[config.mk]
export PLATFORM = sky130hd
export DESIGN_NAME = cpu_io_port
export DESIGN_NICKNAME = d
export VERILOG_FILES = /design/src/rtl/cpu_io_pkg.sv /design/src/rtl/sync_fifo.sv /design/src/rtl/cpu_io_port.sv
export SDC_FILE = /design/constraint.sdc
export NUM_CORES = 1
export LEC_CHECK = 0
export CAP_MARGIN = 0
export CORE_MARGIN = 3
export CORE_UTILIZATION = 50
export CTS_CLUSTER_DIAMETER = 100
export DETAILED_ROUTE_END_ITERATION = 7
export GPL_ROUTABILITY_DRIVEN = 0
export MAX_ROUTING_LAYER = met4
export PLACE_DENSITY_LB_ADDON = 0.08
export SYNTH_ARGS = -nofsm -noshare
export SYNTH_HDL_FRONTEND = slang
export SYNTH_HIERARCHICAL = 1
export SYNTH_SLANG_ARGS = --single-unit
[constraint.sdc]
create_clock -name clk -period 4.03 [get_ports clk]
set_input_delay 1.0075 -clock clk [delete_from_list [all_inputs] [get_ports clk]]
set_output_delay 1.0075 -clock clk [all_outputs]
set_load 0.01 [all_outputs]
[src/rtl/cpu_io_pkg.sv]
// Shared definitions for the CPU I/O port: default widths and read FSM encoding.
package cpu_io_pkg;

    localparam int DATA_W_DEF = 16;
    localparam int DEPTH_DEF  = 8;

    // Read FSM state encoding; kept as plain constants so older tools and
    // checkers can compare against fixed bit patterns.
    localparam logic [1:0] RD_IDLE = 2'b00;
    localparam logic [1:0] RD_WAIT = 2'b01;
    localparam logic [1:0] RD_ACK  = 2'b10;

    typedef logic [1:0] rd_state_t;

endpackage

[src/rtl/sync_fifo.sv]
// Single-clock FIFO with show-ahead read, wrapping pointers and an occupancy count.
// A push is accepted when not full, or when full and a pop happens in the
// same cycle (the pop frees the slot the push lands in).
module sync_fifo
    import cpu_io_pkg::*;
#(
    parameter int DATA_W = DATA_W_DEF,
    parameter int DEPTH  = DEPTH_DEF
) (
    input  logic                     clk,
    input  logic                     rst,
    input  logic                     push,
    input  logic [DATA_W-1:0]        wdata,
    input  logic                     pop,
    output logic [DATA_W-1:0]        rdata,
    output logic [$clog2(DEPTH):0]   count,
    output logic                     full,
    output logic                     empty
);

    localparam int PTR_W = $clog2(DEPTH);
    localparam int CNT_W = PTR_W + 1;

    logic [DATA_W-1:0] mem_q [DEPTH];
    logic [PTR_W-1:0]  wr_ptr_q, wr_ptr_d;
    logic [PTR_W-1:0]  rd_ptr_q, rd_ptr_d;
    logic [CNT_W-1:0]  count_q, count_d;
    logic              do_push;
    logic              do_pop;

    assign full    = (count_q == CNT_W'(DEPTH));
    assign empty   = (count_q == '0);
    assign count   = count_q;
    assign rdata   = mem_q[rd_ptr_q];
    assign do_pop  = pop & ~empty;
    assign do_push = push & (~full | do_pop);

    // Next pointer and count values; DEPTH is a power of two so pointers wrap naturally.
    always_comb begin
        wr_ptr_d = wr_ptr_q;
        rd_ptr_d = rd_ptr_q;
        count_d  = count_q;
        if (do_push) begin
            wr_ptr_d = wr_ptr_q + PTR_W'(1);
        end
        if (do_pop) begin
            rd_ptr_d = rd_ptr_q + PTR_W'(1);
        end
        case ({do_push, do_pop})
            2'b10:   count_d = count_q + CNT_W'(1);
            2'b01:   count_d = count_q - CNT_W'(1);
            default: count_d = count_q;
        endcase
    end

    // Pointer and count registers.
    always_ff @(posedge clk or posedge rst) begin
        if (rst) begin
            wr_ptr_q <= '0;
            rd_ptr_q <= '0;
            count_q  <= '0;
        end else begin
            wr_ptr_q <= wr_ptr_d;
            rd_ptr_q <= rd_ptr_d;
            count_q  <= count_d;
        end
    end

    // Storage array; contents are don't-care while the FIFO is empty, so no reset.
    always_ff @(posedge clk) begin
        if (do_push) begin
            mem_q[wr_ptr_q] <= wdata;
        end
    end

endmodule

[src/rtl/cpu_io_port.sv]
// Host-side I/O controller for the CPU: buffers host words for IN instructions
// and captures OUT writes for the host to drain.
module cpu_io_port
    import cpu_io_pkg::*;
#(
    parameter int DATA_W = DATA_W_DEF,
    parameter int DEPTH  = DEPTH_DEF,
    parameter int CNT_W  = 4
) (
    input  logic              clk,
    input  logic              rst,
    input  logic [DATA_W-1:0] host_in_data,
    input  logic              host_in_valid,
    output logic              host_in_ready,
    input  logic              cpu_rd_req,
    output logic [DATA_W-1:0] datain,
    output logic              cpu_rd_ack,
    input  logic              cpu_wr_en,
    input  logic [DATA_W-1:0] dataout,
    output logic              cpu_wr_stall,
    output logic [DATA_W-1:0] host_out_data,
    output logic              host_out_valid,
    input  logic              host_out_ready,
    output logic [CNT_W-1:0]  in_count,
    output logic [CNT_W-1:0]  out_count,
    output logic              err_ovf,
    output rd_state_t         dbg_rd_state
);

    // Handshake: a word moves on any edge where its valid and ready are both high.
    // The CPU side uses one-cycle request pulses instead (cpu_rd_req, cpu_wr_en).

    localparam int FC_W = $clog2(DEPTH) + 1;

    logic [DATA_W-1:0] in_rdata;
    logic [FC_W-1:0]   in_cnt;
    logic              in_full;
    logic              in_empty;
    logic              in_push;
    logic              in_pop;

    logic [FC_W-1:0]   out_cnt;
    logic              out_full;
    logic              out_empty;
    logic              out_pop;

    rd_state_t         state_q, state_d;
    logic [DATA_W-1:0] datain_q, datain_d;
    logic              err_q, err_d;

    assign host_in_ready  = ~in_full;
    assign in_push        = host_in_valid & host_in_ready;
    assign host_out_valid = ~out_empty;
    assign out_pop        = host_out_valid & host_out_ready;
    assign cpu_wr_stall   = out_full;
    assign in_count       = CNT_W'(in_cnt);
    assign out_count      = CNT_W'(out_cnt);
    assign datain         = datain_q;
    assign cpu_rd_ack     = (state_q == RD_ACK);
    assign err_ovf        = err_q;
    assign dbg_rd_state   = state_q;

    sync_fifo #(
        .DATA_W (DATA_W),
        .DEPTH  (DEPTH)
    ) u_in_fifo (
        .clk   (clk),
        .rst   (rst),
        .push  (in_push),
        .wdata (host_in_data),
        .pop   (in_pop),
        .rdata (in_rdata),
        .count (in_cnt),
        .full  (in_full),
        .empty (in_empty)
    );

    // The FIFO itself accepts a write while full only if the host pops in the same cycle.
    sync_fifo #(
        .DATA_W (DATA_W),
        .DEPTH  (DEPTH)
    ) u_out_fifo (
        .clk   (clk),
        .rst   (rst),
        .push  (cpu_wr_en),
        .wdata (dataout),
        .pop   (out_pop),
        .rdata (host_out_data),
        .count (out_cnt),
        .full  (out_full),
        .empty (out_empty)
    );

    // Read FSM: serve an IN request from the input FIFO, waiting if it is empty.
    always_comb begin
        state_d  = state_q;
        datain_d = datain_q;
        in_pop   = 1'b0;
        case (state_q)
            RD_IDLE: begin
                if (cpu_rd_req) begin
                    if (!in_empty) begin
                        in_pop   = 1'b1;
                        datain_d = in_rdata;
                        state_d  = RD_ACK;
                    end else begin
                        state_d  = RD_WAIT;
                    end
                end
            end
            RD_WAIT: begin
                if (!in_empty) begin
                    in_pop   = 1'b1;
                    datain_d = in_rdata;
                    state_d  = RD_ACK;
                end
            end
            RD_ACK: begin
                state_d = RD_IDLE;
            end
            default: begin
                state_d = RD_IDLE;
            end
        endcase
    end

    // Sticky overflow: a CPU write into a full FIFO with no simultaneous host pop is lost.
    always_comb begin
        err_d = err_q | (cpu_wr_en & out_full & ~out_pop);
    end

    // FSM, delivered word and error flag registers.
    always_ff @(posedge clk or posedge rst) begin
        if (rst) begin
            state_q  <= RD_IDLE;
            datain_q <= '0;
            err_q    <= 1'b0;
        end else begin
            state_q  <= state_d;
            datain_q <= datain_d;
            err_q    <= err_d;
        end
    end

endmodule

==> flow_summary.html, run 1 <==
<h3>Flow metrics</h3>
<table>
<tr><th>Metric</th><th>Value</th></tr>
<tr><th colspan="2">Floorplan</th></tr>
<tr><td>Die W</td><td>159.7 µm</td></tr>
<tr><td>Area inside the core boundary</td><td>22920 µm²</td></tr>
<tr><th colspan="2">Drt</th></tr>
<tr><td>Routed length per instance</td><td>21.31 µm</td></tr>
<tr><td>Number of nets still failing antenna checks after routing</td><td>0</td></tr>
<tr><td>Detailed-router iteration count before antenna repair</td><td>4</td></tr>
<tr><td>Met2 Wirelength</td><td>11630 µm</td></tr>
<tr><td>Vias per Instance</td><td>5.445</td></tr>
<tr><td>Drt drc</td><td>0</td></tr>
<tr><td>Number of vias in the routed layout</td><td>5559</td></tr>
<tr><th colspan="2">Power</th></tr>
<tr><td>Clock network power share</td><td>0.267</td></tr>
<tr><td>Net switching power figure</td><td>2862 µW</td></tr>
<tr><td>Power of the clock network</td><td>2750 µW</td></tr>
<tr><td>Ratio of total power to cell area</td><td>729.9 nW/µm²</td></tr>
<tr><td>Part of the power in combinational logic</td><td>0.324</td></tr>
<tr><td>Main power group</td><td>sequential cells</td></tr>
<tr><td>Highest ir drop seen on vdd</td><td>0.0003975 V</td></tr>
<tr><th colspan="2">Final layout</th></tr>
<tr><td>Layout overhead on the synthesized area</td><td>19.41%</td></tr>
<tr><td>Register Area</td><td>8666 µm²</td></tr>
<tr><td>Fraction of area in multi-input gates</td><td>0.2075</td></tr>
<tr><td>Nonclk buf count</td><td>113</td></tr>
<tr><td>Number of non-clock inverters in the layout</td><td>15</td></tr>
<tr><td>Seq Cell Count</td><td>295</td></tr>
<tr><th colspan="2">Worst setup path</th></tr>
<tr><td>Startpoint class of the critical path</td><td>flip-flop</td></tr>
<tr><td>Worst EP arrival</td><td>2.57 ns</td></tr>
<tr><td>Worst setup startpoint</td><td>u_out_fifo/rd_ptr_q[0]$_DFFE_PP0N_</td></tr>
<tr><td>CP top delay family</td><td>multiplexers</td></tr>
<tr><td>Depth of the worst register-to-register path</td><td>11</td></tr>
<tr><td>Critical path endpoint</td><td>host_out_data[11]</td></tr>
<tr><td>Required time at the worst-slack endpoint</td><td>3.02 ns</td></tr>
<tr><td>Number of buffer and inverter instances along the worst setup path</td><td>2</td></tr>
<tr><td>Critical R2R Launch</td><td>u_in_fifo/count[0]$_DFFE_PP0P_</td></tr>
<tr><td>Worst setup path category</td><td>flip-flop to output port</td></tr>
<tr><td>Worst path depth</td><td>4</td></tr>
<tr><th colspan="2">Logic synthesis</th></tr>
<tr><td>Mux frac, synth</td><td>0.1839</td></tr>
<tr><td>Commonest cells post-synth</td><td>edfxtp_1, mux2_2, mux4_2</td></tr>
<tr><td>Area figure in the yosys stat output</td><td>11810 µm²</td></tr>
<tr><td>Seq/Total Area, Yosys</td><td>0.7333</td></tr>
<tr><td>Post-Syn Instances</td><td>564</td></tr>
<tr><td>Area of the mapped netlist</td><td>11810 µm²</td></tr>
<tr><td>Dominant cell by count in the synthesized netlist</td><td>edfxtp_1</td></tr>
<tr><td>Library cell with the largest summed area after synthesis</td><td>edfxtp_1</td></tr>
<tr><td>Synth logic family</td><td>multiplexers</td></tr>
<tr><td>Simple Share, Synth</td><td>0.02923</td></tr>
<tr><td>Cell total in the yosys stat output</td><td>564</td></tr>
<tr><td>Number of library cell types mapped by synthesis</td><td>36</td></tr>
<tr><td>Total of flip-flops plus latches after synthesis</td><td>295</td></tr>
<tr><td>Number of synthesized flops with an enable pin</td><td>256</td></tr>
<tr><td>Total number of yosys warnings</td><td>6</td></tr>
<tr><th colspan="2">Clock tree</th></tr>
<tr><td>Post-CTS setup-driven buffer insertion count</td><td>0</td></tr>
<tr><td>CTS HTree Levels</td><td>1</td></tr>
<tr><td>Later-pin clock latency in the skew report</td><td>0.53 ns</td></tr>
<tr><td>Number of gates resized after CTS</td><td>0</td></tr>
<tr><td>Clock edge transition at the registers on the reported setup and hold paths</td><td>0.06 ns</td></tr>
<tr><th colspan="2">Timing</th></tr>
<tr><td>Setup violations, final</td><td>0</td></tr>
<tr><td>Part of the cycle the worst path needs</td><td>0.8865</td></tr>
<tr><td>Worst Max-Slew Pin Slew</td><td>0.9609 ns</td></tr>
<tr><td>Fmax achieved</td><td>0.2799 GHz</td></tr>
<tr><td>Unrepaired setup endpoints after global routing</td><td>no</td></tr>
<tr><td>Final setup TNS</td><td>0 ns</td></tr>
<tr><td>Shortest period the worst path allows</td><td>3.573 ns</td></tr>
<tr><td>Final critical-path setup slack</td><td>0.4573 ns</td></tr>
<tr><td>Final Hold Violation Tally</td><td>0</td></tr>
<tr><th colspan="2">Worst hold path</th></tr>
<tr><td>Startpoint of the most critical hold path</td><td>u_out_fifo/rd_ptr_q[2]$_DFFE_PP0N_</td></tr>
<tr><th colspan="2">Job</th></tr>
<tr><td>Number of warnings in the stage logs</td><td>26</td></tr>
<tr><td>Max-cap viol count</td><td>0</td></tr>
<tr><th colspan="2">GRT</th></tr>
<tr><td>Wire length of the first global-routing pass</td><td>35000 µm</td></tr>
<tr><td>Busiest metal layer after global routing</td><td>met2</td></tr>
<tr><td>Met3 layer usage reported by global route</td><td>0.02776</td></tr>
<tr><td>Number of antenna violations at the first check in global routing</td><td>0</td></tr>
<tr><td>Overflow left after global routing</td><td>0</td></tr>
<tr><td>Met1 routing resource usage after global routing</td><td>0.2241</td></tr>
<tr><th colspan="2">Outcome</th></tr>
<tr><td>Run status</td><td>finished, final reports clean</td></tr>
<tr><th colspan="2">Placement</th></tr>
<tr><td>Worst Setup Slack post-DPL</td><td>0.6217 ns</td></tr>
<tr><td>Cells after DPL</td><td>965</td></tr>
</table>
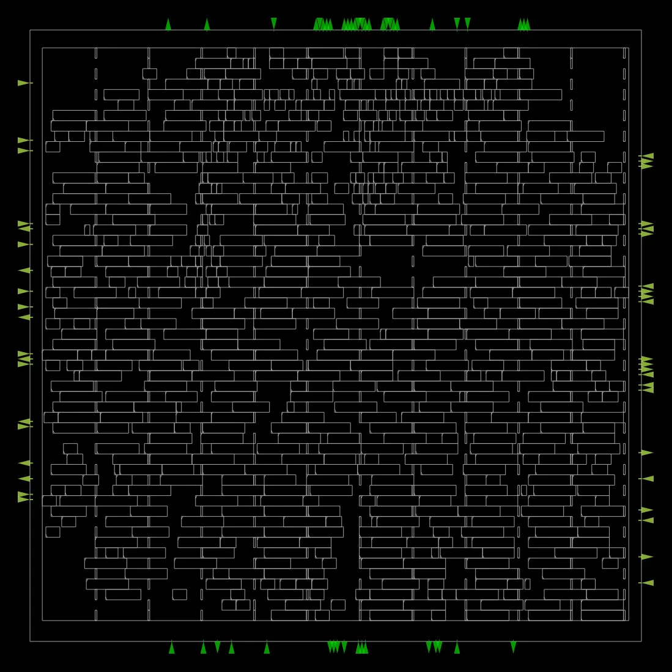
Fig. 1. Placed standard cells (run 1).
total number of placement rows: 55
well-tap cell count: 313
filler-free cell count of the finished design: 1021
Core Util, Final: 0.6156
flip-flop and latch share of the layout cell area: 0.6143

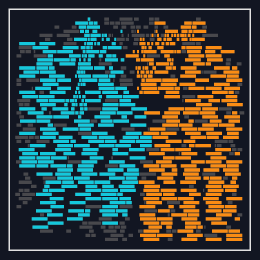
Fig. 2. Placement by RTL instance (run 1).
(1.5 px per µm) Other cells in gray.
| color | instance | cells |
|---|---|---|
| orange | u_out_fifo | 257 |
| cyan | u_in_fifo | 261 |

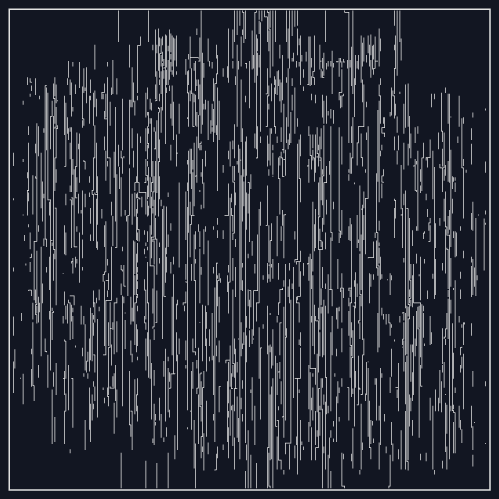
Fig. 3. Met2 routing (run 1).
(3 px per µm)
longest straight run: 103 µm
main direction: vertical
nets with wire on the layer: 670
share of all routed wire: 53%

## Run 2: what changed since run 1
--- a/config.mk
+++ b/config.mk
@@ -13,6 +13,7 @@
 export GPL_ROUTABILITY_DRIVEN = 0
 export MAX_ROUTING_LAYER = met4
 export PLACE_DENSITY_LB_ADDON = 0.08
+export SLEW_MARGIN = 20
 export SYNTH_ARGS = -nofsm -noshare
 export SYNTH_HDL_FRONTEND = slang
 export SYNTH_HIERARCHICAL = 1
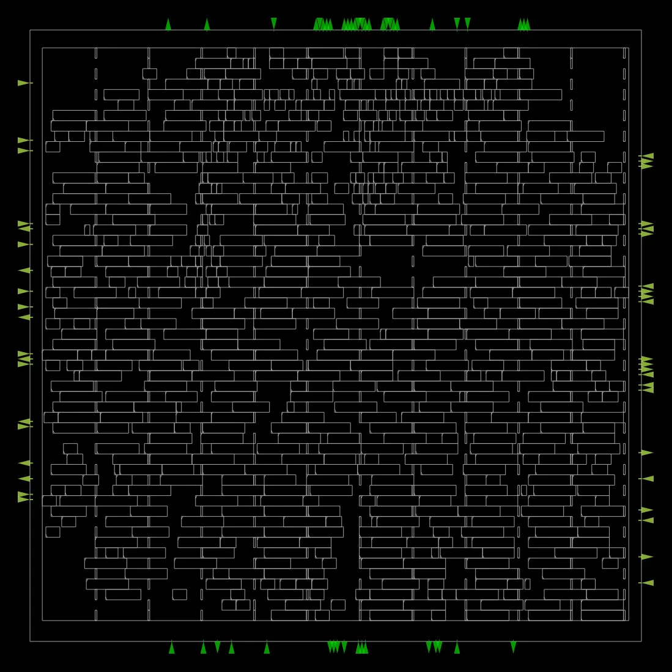
Fig. 4. Placed standard cells (run 2).
Seq Cell Count: 295
area inside the core boundary: 22920 µm²
Fillers: 1632

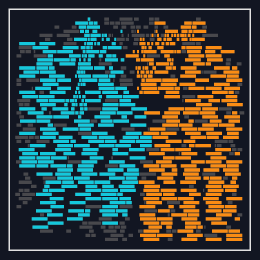
Fig. 5. Placement by RTL instance (run 2).
(1.5 px per µm) Other cells in gray.
| color | instance | cells |
|---|---|---|
| cyan | u_in_fifo | 261 |
| orange | u_out_fifo | 257 |
not colored: 190

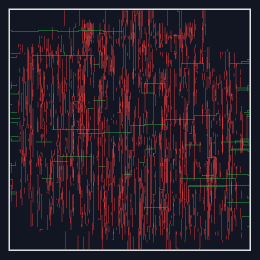
Fig. 6. Metal layers overlaid (run 2).
(1.5 px per µm) Only two layers are drawn.
| color | layer | wire length |
|---|---|---|
| green | metal 3 | 713 µm |
| red | metal 2 | 11600 µm |
routed length per instance: 21.31 µm
number of vias in the routed layout: 5559
Post-Route WL: 21760 µm
overall fraction of global-route tracks in use: 0.1799

==> flow_summary.html, run 2 <==
<h3>Flow metrics</h3>
<table>
<tr><th>Metric</th><th>Value</th></tr>
<tr><th colspan="2">Drt</th></tr>
<tr><td>Routed metal-1 wirelength</td><td>9032 µm</td></tr>
<tr><td>Drt drc</td><td>0 (unchanged)</td></tr>
<tr><td>Uppermost routed layer</td><td>met4</td></tr>
<tr><td>Detailed-router iteration count before antenna repair</td><td>4 (unchanged)</td></tr>
<tr><td>DRC marker count from the first detailed-route iteration</td><td>415</td></tr>
<tr><td>DR WL met3</td><td>713 µm</td></tr>
<tr><td>Number of nets still failing antenna checks after routing</td><td>0 (unchanged)</td></tr>
<tr><td>Met2 Wirelength</td><td>11630 µm (unchanged)</td></tr>
<tr><td>Vias per Instance</td><td>5.445 (unchanged)</td></tr>
<tr><th colspan="2">GRT</th></tr>
<tr><td>Overflow left after global routing</td><td>0 (unchanged)</td></tr>
<tr><td>Busiest metal layer after global routing</td><td>met2</td></tr>
<tr><td>Pin count of the biggest net entering global routing</td><td>35</td></tr>
<tr><td>Global-route met2 utilization</td><td>0.3156</td></tr>
<tr><td>Met1 routing resource usage after global routing</td><td>0.2241 (unchanged)</td></tr>
<tr><td>Number of antenna violations at the first check in global routing</td><td>0 (unchanged)</td></tr>
<tr><td>Vias in the first global route</td><td>6134</td></tr>
<tr><td>Wire length of the first global-routing pass</td><td>35000 µm (unchanged)</td></tr>
<tr><td>Met3 layer usage reported by global route</td><td>0.02776 (unchanged)</td></tr>
<tr><th colspan="2">Final layout</th></tr>
<tr><td>Clock-cell share of area</td><td>0.07051</td></tr>
<tr><td>Fraction of area in multi-input gates</td><td>0.2075 (unchanged)</td></tr>
<tr><td>Layout overhead on the synthesized area</td><td>19.41% (unchanged)</td></tr>
<tr><td>Filler-free cell count of the finished design</td><td>1021 (unchanged)</td></tr>
<tr><td>Number of combinational gates with multiple inputs</td><td>229</td></tr>
<tr><td>Core Util, Final</td><td>0.6156 (unchanged)</td></tr>
<tr><td>Fraction of final layout cells sized beyond drive strength 1</td><td>0.2613</td></tr>
<tr><td>Non-clock buffer contribution to total cell area</td><td>0.07592</td></tr>
<tr><td>Most common logic cell in the routed design</td><td>edfxtp_1</td></tr>
<tr><td>Clock buffer instance count of the final layout</td><td>41</td></tr>
<tr><td>Nonclk buf count</td><td>113 (unchanged)</td></tr>
<tr><td>Biggest area consumer among cell classes</td><td>flip-flops and latches</td></tr>
<tr><td>Net count of the finished layout</td><td>732</td></tr>
<tr><td>Register Area</td><td>8666 µm² (unchanged)</td></tr>
<tr><td>Count of inserted antenna diode cells</td><td>0</td></tr>
<tr><td>Post-route cell area</td><td>14110 µm²</td></tr>
<tr><td>Flip-flop and latch share of the layout cell area</td><td>0.6143 (unchanged)</td></tr>
<tr><td>Commonest non-fill, non-tap cells in the layout</td><td>edfxtp_1, clkdlybuf4s50_1, mux2_2</td></tr>
<tr><td>Number of non-clock inverters in the layout</td><td>15 (unchanged)</td></tr>
<tr><td>Area of combinational cells with multiple inputs</td><td>2928 µm²</td></tr>
<tr><th colspan="2">Logic synthesis</th></tr>
<tr><td>Commonest register cell after synthesis</td><td>edfxtp_1</td></tr>
<tr><td>Synthesized area per cell</td><td>20.95 µm²</td></tr>
<tr><td>Area figure in the yosys stat output</td><td>11810 µm² (unchanged)</td></tr>
<tr><td>Dominant cell by count in the synthesized netlist</td><td>edfxtp_1</td></tr>
<tr><td>Total nets after synthesis</td><td>612</td></tr>
<tr><td>Area share, top type</td><td>0.6507</td></tr>
<tr><td>Area of the mapped netlist</td><td>11810 µm² (unchanged)</td></tr>
<tr><td>Simple Share, Synth</td><td>0.02923 (unchanged)</td></tr>
<tr><td>Cell total in the yosys stat output</td><td>564 (unchanged)</td></tr>
<tr><td>Number of synthesized flops with an enable pin</td><td>256 (unchanged)</td></tr>
<tr><td>Number of library cell types mapped by synthesis</td><td>36 (unchanged)</td></tr>
<tr><td>Post-Syn Instances</td><td>564 (unchanged)</td></tr>
<tr><td>Commonest cells post-synth</td><td>edfxtp_1, mux2_2, mux4_2</td></tr>
<tr><td>Synth logic family</td><td>multiplexers</td></tr>
<tr><td>Synth Area in XOR/XNOR</td><td>0.008896</td></tr>
<tr><td>Total number of yosys warnings</td><td>6 (unchanged)</td></tr>
<tr><td>Total of flip-flops plus latches after synthesis</td><td>295 (unchanged)</td></tr>
<tr><td>Dominant cells by area after synthesis</td><td>edfxtp_1, mux4_2, dfrtp_1, mux2_2, mux4_1</td></tr>
<tr><td>Mux frac, synth</td><td>0.1839 (unchanged)</td></tr>
<tr><td>Share of flip-flops with an asynchronous set or reset after synthesis</td><td>0.1322</td></tr>
<tr><td>Seq/Total Area, Yosys</td><td>0.7333 (unchanged)</td></tr>
<tr><td>Library cell with the largest summed area after synthesis</td><td>edfxtp_1</td></tr>
<tr><td>Adder-cell share of the synthesized area</td><td>0.01186</td></tr>
<tr><th colspan="2">Floorplan</th></tr>
<tr><td>Height of the die</td><td>159.7 µm</td></tr>
<tr><td>Well-tap cell count</td><td>313 (unchanged)</td></tr>
<tr><td>Die W</td><td>159.7 µm (unchanged)</td></tr>
<tr><td>Die area</td><td>25510 µm²</td></tr>
<tr><td>Total number of placement rows</td><td>55 (unchanged)</td></tr>
<tr><td>Fp util</td><td>0.5155</td></tr>
<tr><td>Io pins</td><td>85</td></tr>
<tr><th colspan="2">Worst setup path</th></tr>
<tr><td>Crit path capture type</td><td>output port</td></tr>
<tr><td>Startpoint class of the critical path</td><td>flip-flop</td></tr>
<tr><td>Worst-path maximum fanout</td><td>34</td></tr>
<tr><td>CP top delay family</td><td>multiplexers</td></tr>
<tr><td>Worst path depth</td><td>4 (unchanged)</td></tr>
<tr><td>Critical R2R Launch</td><td>u_in_fifo/count[0]$_DFFE_PP0P_</td></tr>
<tr><td>Worst EP arrival</td><td>2.57 ns (about the same)</td></tr>
<tr><td>Depth of the worst register-to-register path</td><td>11 (unchanged)</td></tr>
<tr><td>Worst setup startpoint</td><td>u_out_fifo/rd_ptr_q[0]$_DFFE_PP0N_</td></tr>
<tr><td>Series of cell instances along the critical path</td><td>buf_12, mux4_1, mux2_2, clkdlybuf4s50_1</td></tr>
<tr><td>Critical R2R Capture</td><td>u_in_fifo/count[3]$_DFFE_PP0P_</td></tr>
<tr><td>Minimum setup slack among reg-to-reg paths</td><td>1.04 ns</td></tr>
<tr><td>Slowest-stage cell, CP</td><td>mux4_1</td></tr>
<tr><td>Number of buffer and inverter instances along the worst setup path</td><td>2 (unchanged)</td></tr>
<tr><td>Required time at the worst-slack endpoint</td><td>3.02 ns (about the same)</td></tr>
<tr><td>Slowest stage delay, CP</td><td>0.60 ns</td></tr>
<tr><td>Worst setup path category</td><td>flip-flop to output port</td></tr>
<tr><td>Critical path endpoint</td><td>host_out_data[11]</td></tr>
<tr><th colspan="2">Timing</th></tr>
<tr><td>Shortest period the worst path allows</td><td>3.573 ns (unchanged)</td></tr>
<tr><td>Worst hold slack</td><td>0.4648 ns</td></tr>
<tr><td>Relative max-transition margin</td><td>0.3587</td></tr>
<tr><td>Fmax achieved</td><td>0.2799 GHz (unchanged)</td></tr>
<tr><td>Final setup TNS</td><td>0 ns (unchanged)</td></tr>
<tr><td>Pins over their slew limit</td><td>0</td></tr>
<tr><td>Setup violations, final</td><td>0 (unchanged)</td></tr>
<tr><td>Largest clock skew in the final design</td><td>0.006368 ns</td></tr>
<tr><td>Unrepaired setup endpoints after global routing</td><td>no</td></tr>
<tr><td>Part of the cycle the worst path needs</td><td>0.8865 (unchanged)</td></tr>
<tr><td>Final Hold Violation Tally</td><td>0 (unchanged)</td></tr>
<tr><td>Worst Max-Slew Pin Slew</td><td>0.9609 ns (unchanged)</td></tr>
<tr><td>Final critical-path setup slack</td><td>0.4573 ns (unchanged)</td></tr>
<tr><th colspan="2">Clock tree</th></tr>
<tr><td>Number of gates resized after CTS</td><td>0 (unchanged)</td></tr>
<tr><td>Clock edge transition at the registers on the reported setup and hold paths</td><td>0.06 ns (about the same)</td></tr>
<tr><td>Buffer levels on the longest clock path</td><td>3</td></tr>
<tr><td>Num CTS Buffers</td><td>30</td></tr>
<tr><td>CTS HTree Levels</td><td>1 (unchanged)</td></tr>
<tr><td>Clock tree root buffer cell</td><td>clkbuf_16</td></tr>
<tr><td>CTS Hold Bufs</td><td>0</td></tr>
<tr><td>Later-pin clock latency in the skew report</td><td>0.53 ns (about the same)</td></tr>
<tr><td>CTS tree</td><td>yes</td></tr>
<tr><td>Post-CTS setup-driven buffer insertion count</td><td>0 (unchanged)</td></tr>
<tr><td>Clock sink count</td><td>295</td></tr>
<tr><th colspan="2">Job</th></tr>
<tr><td>Number of warnings in the stage logs</td><td>26 (unchanged)</td></tr>
<tr><td>Max-cap viol count</td><td>0 (unchanged)</td></tr>
<tr><th colspan="2">Power</th></tr>
<tr><td>Internal power</td><td>7435 µW</td></tr>
<tr><td>Ratio of total power to cell area</td><td>729.9 nW/µm² (unchanged)</td></tr>
<tr><td>Switching share of power</td><td>0.2780</td></tr>
<tr><td>Total Power Consumption</td><td>10300 µW</td></tr>
<tr><td>Power share of the sequential group</td><td>0.409</td></tr>
<tr><td>Main power group</td><td>sequential cells</td></tr>
<tr><td>Power of the clock network</td><td>2750 µW (about the same)</td></tr>
<tr><td>Flop+latch power</td><td>4210 µW</td></tr>
<tr><td>Power Combinational</td><td>3340 µW</td></tr>
<tr><td>Static power due to leakage</td><td>0.004857 µW</td></tr>
<tr><td>Clock network power share</td><td>0.267 (about the same)</td></tr>
<tr><td>Highest ir drop seen on vdd</td><td>0.0003975 V (unchanged)</td></tr>
<tr><td>Net switching power figure</td><td>2862 µW (unchanged)</td></tr>
<tr><td>Part of the power in combinational logic</td><td>0.324 (about the same)</td></tr>
<tr><th colspan="2">Placement</th></tr>
<tr><td>Worst Setup Slack post-DPL</td><td>0.6217 ns (unchanged)</td></tr>
<tr><td>Cells after DPL</td><td>965 (unchanged)</td></tr>
<tr><td>Count of port buffers added during placement</td><td>84</td></tr>
<tr><td>Placed Instance Area</td><td>13110 µm²</td></tr>
<tr><td>Half-perimeter wire length of the detailed placement result</td><td>13210 µm</td></tr>
<tr><th colspan="2">Worst hold path</th></tr>
<tr><td>Hold Path Sink</td><td>u_out_fifo/rd_ptr_q[2]$_DFFE_PP0N_</td></tr>
<tr><td>Tightest Hold Check Type</td><td>flip-flop to flip-flop</td></tr>
<tr><td>WHS Path Cells</td><td>1</td></tr>
<tr><td>Startpoint of the most critical hold path</td><td>u_out_fifo/rd_ptr_q[2]$_DFFE_PP0N_</td></tr>
<tr><th colspan="2">Outcome</th></tr>
<tr><td>Run status</td><td>finished, final reports clean</td></tr>
</table>
## Run 3: what changed since run 2
--- a/config.mk
+++ b/config.mk
@@ -6,8 +6,10 @@
 export NUM_CORES = 1
 export LEC_CHECK = 0
 export CAP_MARGIN = 0
+export CELL_PAD_IN_SITES_DETAIL_PLACEMENT = 1
+export CELL_PAD_IN_SITES_GLOBAL_PLACEMENT = 2
 export CORE_MARGIN = 3
-export CORE_UTILIZATION = 50
+export CORE_UTILIZATION = 46
 export CTS_CLUSTER_DIAMETER = 100
 export DETAILED_ROUTE_END_ITERATION = 7
 export GPL_ROUTABILITY_DRIVEN = 0
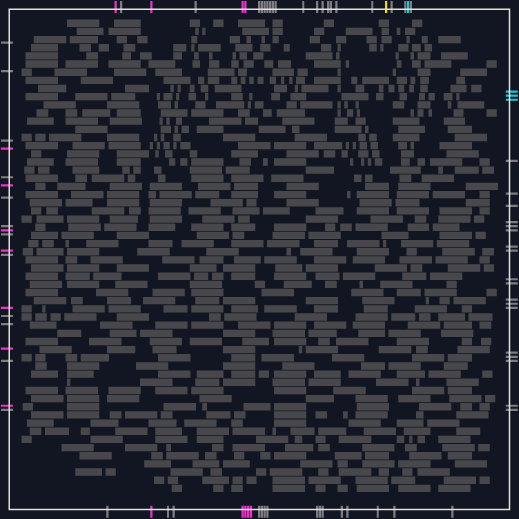
Fig. 7. Pin placement (run 3).
(3 px per µm) Pins as bars across the die edge, other pins in gray.
| color | port | pins | direction | edge |
|---|---|---|---|---|
| magenta | datain | 16 | output | 7 left, 5 bottom, 4 top |
| yellow | cpu_wr_en | 1 | input | top |
| cyan | out_count | 4 | output | 3 right, 1 top |
count of port buffers added during placement: 84
height of the die: 166.3 µm

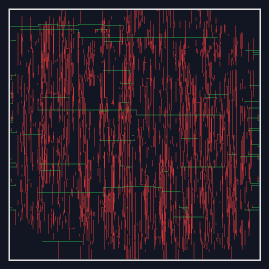
Fig. 8. Metal layers overlaid (run 3).
(1.5 px per µm) Only two layers are drawn.
| color | layer | wire length |
|---|---|---|
| green | metal 3 | 870 µm |
| red | metal 2 | 13000 µm |

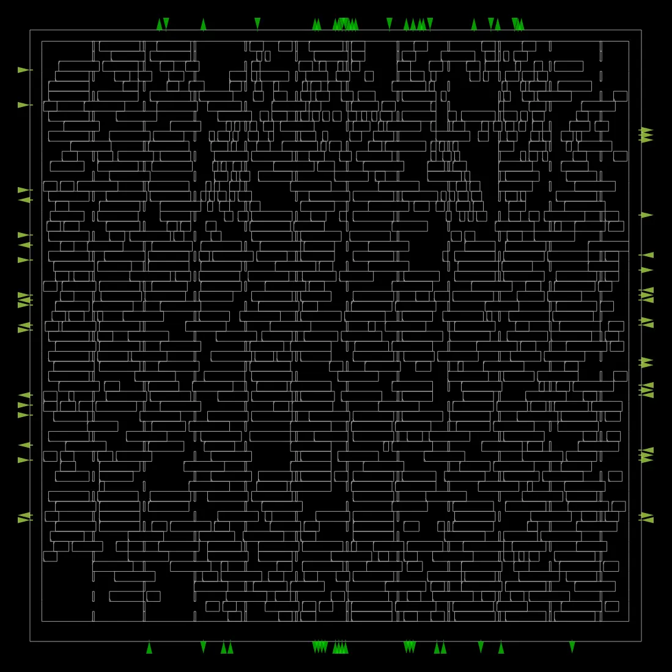
Fig. 9. Placed standard cells (run 3).
Core Util, Final: 0.5620
total number of placement rows: 58
Fillers: 2192

==> flow_summary.html, run 3 <==
<h3>Flow metrics</h3>
<table>
<tr><th>Metric</th><th>Value</th></tr>
<tr><th colspan="2">Outcome</th></tr>
<tr><td>Run status</td><td>finished, final reports clean</td></tr>
<tr><th colspan="2">Logic synthesis</th></tr>
<tr><td>Share of flip-flops with an asynchronous set or reset after synthesis</td><td>0.1322 (unchanged)</td></tr>
<tr><td>Area share, top type</td><td>0.6507 (unchanged)</td></tr>
<tr><td>Area figure in the yosys stat output</td><td>11810 µm² (unchanged)</td></tr>
<tr><td>Dominant cell by count in the synthesized netlist</td><td>edfxtp_1</td></tr>
<tr><td>Number of synthesized flops with an enable pin</td><td>256 (unchanged)</td></tr>
<tr><td>Total nets after synthesis</td><td>612 (unchanged)</td></tr>
<tr><td>Seq/Total Area, Yosys</td><td>0.7333 (unchanged)</td></tr>
<tr><td>Dominant cells by area after synthesis</td><td>edfxtp_1, mux4_2, dfrtp_1, mux2_2, mux4_1</td></tr>
<tr><td>Synth Area in XOR/XNOR</td><td>0.008896 (unchanged)</td></tr>
<tr><td>Synthesized area per cell</td><td>20.95 µm² (unchanged)</td></tr>
<tr><td>Synth logic family</td><td>multiplexers</td></tr>
<tr><td>Cell total in the yosys stat output</td><td>564 (unchanged)</td></tr>
<tr><td>Post-Syn Instances</td><td>564 (unchanged)</td></tr>
<tr><td>Commonest register cell after synthesis</td><td>edfxtp_1</td></tr>
<tr><td>Library cell with the largest summed area after synthesis</td><td>edfxtp_1</td></tr>
<tr><td>Commonest cells post-synth</td><td>edfxtp_1, mux2_2, mux4_2</td></tr>
<tr><td>Total number of yosys warnings</td><td>6 (unchanged)</td></tr>
<tr><td>Adder-cell share of the synthesized area</td><td>0.01186 (unchanged)</td></tr>
<tr><td>Number of library cell types mapped by synthesis</td><td>36 (unchanged)</td></tr>
<tr><td>Area of the mapped netlist</td><td>11810 µm² (unchanged)</td></tr>
<tr><td>Simple Share, Synth</td><td>0.02923 (unchanged)</td></tr>
<tr><th colspan="2">Clock tree</th></tr>
<tr><td>Clock edge transition at the registers on the reported setup and hold paths</td><td>0.06 ns (about the same)</td></tr>
<tr><td>Buffer levels on the longest clock path</td><td>3 (unchanged)</td></tr>
<tr><td>CTS tree</td><td>yes</td></tr>
<tr><td>Number of gates resized after CTS</td><td>0 (unchanged)</td></tr>
<tr><td>Num CTS Buffers</td><td>30 (unchanged)</td></tr>
<tr><td>Later-pin clock latency in the skew report</td><td>0.55 ns (+0.02 ns)</td></tr>
<tr><td>CTS Hold Bufs</td><td>0 (unchanged)</td></tr>
<tr><th colspan="2">Final layout</th></tr>
<tr><td>Fraction of final layout cells sized beyond drive strength 1</td><td>0.2694 (+0.008094)</td></tr>
<tr><td>Commonest non-fill, non-tap cells in the layout</td><td>edfxtp_1, clkdlybuf4s50_1, mux2_2</td></tr>
<tr><td>Nonclk buf count</td><td>114 (+0.88%)</td></tr>
<tr><td>Net count of the finished layout</td><td>733 (+0.14%)</td></tr>
<tr><td>Non-clock buffer contribution to total cell area</td><td>0.07622 (+0.0002950)</td></tr>
<tr><td>Fraction of area in multi-input gates</td><td>0.2069 (-0.0006424)</td></tr>
<tr><td>Number of combinational gates with multiple inputs</td><td>229 (unchanged)</td></tr>
<tr><td>Filler-free cell count of the finished design</td><td>1039 (+1.8%)</td></tr>
<tr><td>Layout overhead on the synthesized area</td><td>19.78%</td></tr>
<tr><td>Clock-cell share of area</td><td>0.07109 (+0.0005775)</td></tr>
<tr><td>Count of inserted antenna diode cells</td><td>0 (unchanged)</td></tr>
<tr><td>Flip-flop and latch share of the layout cell area</td><td>0.6126 (-0.001636)</td></tr>
<tr><td>Biggest area consumer among cell classes</td><td>flip-flops and latches</td></tr>
<tr><td>Most common logic cell in the routed design</td><td>edfxtp_1</td></tr>
<tr><td>Seq Cell Count</td><td>295 (unchanged)</td></tr>
<tr><td>Post-route cell area</td><td>14150 µm² (+0.31%)</td></tr>
<tr><td>Area of combinational cells with multiple inputs</td><td>2928 µm² (unchanged)</td></tr>
<tr><th colspan="2">Timing</th></tr>
<tr><td>Pins over their slew limit</td><td>0 (unchanged)</td></tr>
<tr><td>Fmax achieved</td><td>0.2632 GHz (-6.0%)</td></tr>
<tr><td>Relative max-transition margin</td><td>0.2877 (-0.07093)</td></tr>
<tr><td>Largest clock skew in the final design</td><td>0.01847 ns (+0.01211 ns)</td></tr>
<tr><td>Part of the cycle the worst path needs</td><td>0.9427 (+0.05621)</td></tr>
<tr><td>Setup violations, final</td><td>0 (unchanged)</td></tr>
<tr><td>Worst hold slack</td><td>0.4800 ns (+0.01513 ns)</td></tr>
<tr><td>Worst Max-Slew Pin Slew</td><td>1.068 ns (+0.1075 ns)</td></tr>
<tr><td>Shortest period the worst path allows</td><td>3.799 ns (+0.2265 ns)</td></tr>
<tr><td>Final Hold Violation Tally</td><td>0 (unchanged)</td></tr>
<tr><td>Unrepaired setup endpoints after global routing</td><td>no</td></tr>
<tr><th colspan="2">GRT</th></tr>
<tr><td>Met3 layer usage reported by global route</td><td>0.02714 (-0.0006198)</td></tr>
<tr><td>Pin count of the biggest net entering global routing</td><td>35 (unchanged)</td></tr>
<tr><td>Wire length of the first global-routing pass</td><td>37630 µm (+7.5%)</td></tr>
<tr><td>Global-route met2 utilization</td><td>0.3225 (+0.006932)</td></tr>
<tr><td>Overall fraction of global-route tracks in use</td><td>0.1817 (+0.001790)</td></tr>
<tr><td>Number of antenna violations at the first check in global routing</td><td>0 (unchanged)</td></tr>
<tr><td>Met1 routing resource usage after global routing</td><td>0.2255 (+0.001442)</td></tr>
<tr><td>Vias in the first global route</td><td>6248 (+1.9%)</td></tr>
<tr><th colspan="2">Power</th></tr>
<tr><td>Net switching power figure</td><td>2951 µW (+3.1%)</td></tr>
<tr><td>Flop+latch power</td><td>4360 µW (+4%)</td></tr>
<tr><td>Highest ir drop seen on vdd</td><td>0.0005923 V (+49%)</td></tr>
<tr><td>Internal power</td><td>7443 µW (+0.12%)</td></tr>
<tr><td>Power of the clock network</td><td>2780 µW (about the same)</td></tr>
<tr><td>Clock network power share</td><td>0.268 (about the same)</td></tr>
<tr><td>Part of the power in combinational logic</td><td>0.313 (-0.011)</td></tr>
<tr><td>Ratio of total power to cell area</td><td>734.5 nW/µm² (+0.63%)</td></tr>
<tr><td>Static power due to leakage</td><td>0.004864 µW (+0.14%)</td></tr>
<tr><th colspan="2">Drt</th></tr>
<tr><td>Number of vias in the routed layout</td><td>5631 (+1.3%)</td></tr>
<tr><td>Uppermost routed layer</td><td>met4</td></tr>
<tr><td>DRC marker count from the first detailed-route iteration</td><td>277 (-33%)</td></tr>
<tr><td>DR WL met3</td><td>869 µm (+22%)</td></tr>
<tr><td>Drt drc</td><td>0 (unchanged)</td></tr>
<tr><td>Detailed-router iteration count before antenna repair</td><td>4 (unchanged)</td></tr>
<tr><td>Post-Route WL</td><td>24370 µm (+12%)</td></tr>
<tr><td>Vias per Instance</td><td>5.420 (-0.46%)</td></tr>
<tr><td>Routed length per instance</td><td>23.46 µm (+10%)</td></tr>
<tr><td>Routed metal-1 wirelength</td><td>10270 µm (+14%)</td></tr>
<tr><td>Met2 Wirelength</td><td>12960 µm (+11%)</td></tr>
<tr><td>Number of nets still failing antenna checks after routing</td><td>0 (unchanged)</td></tr>
<tr><th colspan="2">Floorplan</th></tr>
<tr><td>Well-tap cell count</td><td>330 (+5.4%)</td></tr>
<tr><td>Die W</td><td>166.3 µm (+4.1%)</td></tr>
<tr><td>Area inside the core boundary</td><td>25180 µm² (+9.9%)</td></tr>
<tr><td>Fp util</td><td>0.4691 (-0.04639)</td></tr>
<tr><th colspan="2">Worst setup path</th></tr>
<tr><td>Required time at the worst-slack endpoint</td><td>3.02 ns (about the same)</td></tr>
<tr><td>Critical R2R Capture</td><td>u_in_fifo/count[3]$_DFFE_PP0P_</td></tr>
<tr><td>Slowest-stage cell, CP</td><td>dfrtp_4</td></tr>
<tr><td>Depth of the worst register-to-register path</td><td>11 (unchanged)</td></tr>
<tr><td>Series of cell instances along the critical path</td><td>buf_4, mux4_1, mux2_2, clkdlybuf4s50_1</td></tr>
<tr><td>Worst EP arrival</td><td>2.79 ns (+0.22 ns)</td></tr>
<tr><td>Critical R2R Launch</td><td>u_in_fifo/count[0]$_DFFE_PP0P_</td></tr>
<tr><td>Slowest stage delay, CP</td><td>0.60 ns (about the same)</td></tr>
<tr><td>Worst setup path category</td><td>flip-flop to output port</td></tr>
<tr><td>Number of buffer and inverter instances along the worst setup path</td><td>2 (unchanged)</td></tr>
<tr><td>Critical path endpoint</td><td>host_out_data[12]</td></tr>
<tr><td>CP top delay family</td><td>multiplexers</td></tr>
<tr><td>Minimum setup slack among reg-to-reg paths</td><td>1.04 ns (about the same)</td></tr>
<tr><td>Worst-path maximum fanout</td><td>16 (-53%)</td></tr>
<tr><th colspan="2">Placement</th></tr>
<tr><td>Placed Instance Area</td><td>13140 µm² (+0.23%)</td></tr>
<tr><td>Half-perimeter wire length of the detailed placement result</td><td>15120 µm (+14%)</td></tr>
<tr><th colspan="2">Worst hold path</th></tr>
<tr><td>Hold Path Sink</td><td>err_ovf$_DFF_PP0_</td></tr>
<tr><td>WHS Path Cells</td><td>1 (unchanged)</td></tr>
<tr><td>Tightest Hold Check Type</td><td>flip-flop to flip-flop</td></tr>
<tr><td>Startpoint of the most critical hold path</td><td>err_ovf$_DFF_PP0_</td></tr>
<tr><th colspan="2">Job</th></tr>
<tr><td>Number of warnings in the stage logs</td><td>26 (unchanged)</td></tr>
<tr><td>Max-cap viol count</td><td>0 (unchanged)</td></tr>
</table>
Power is estimated from default activity; no workload was simulated.
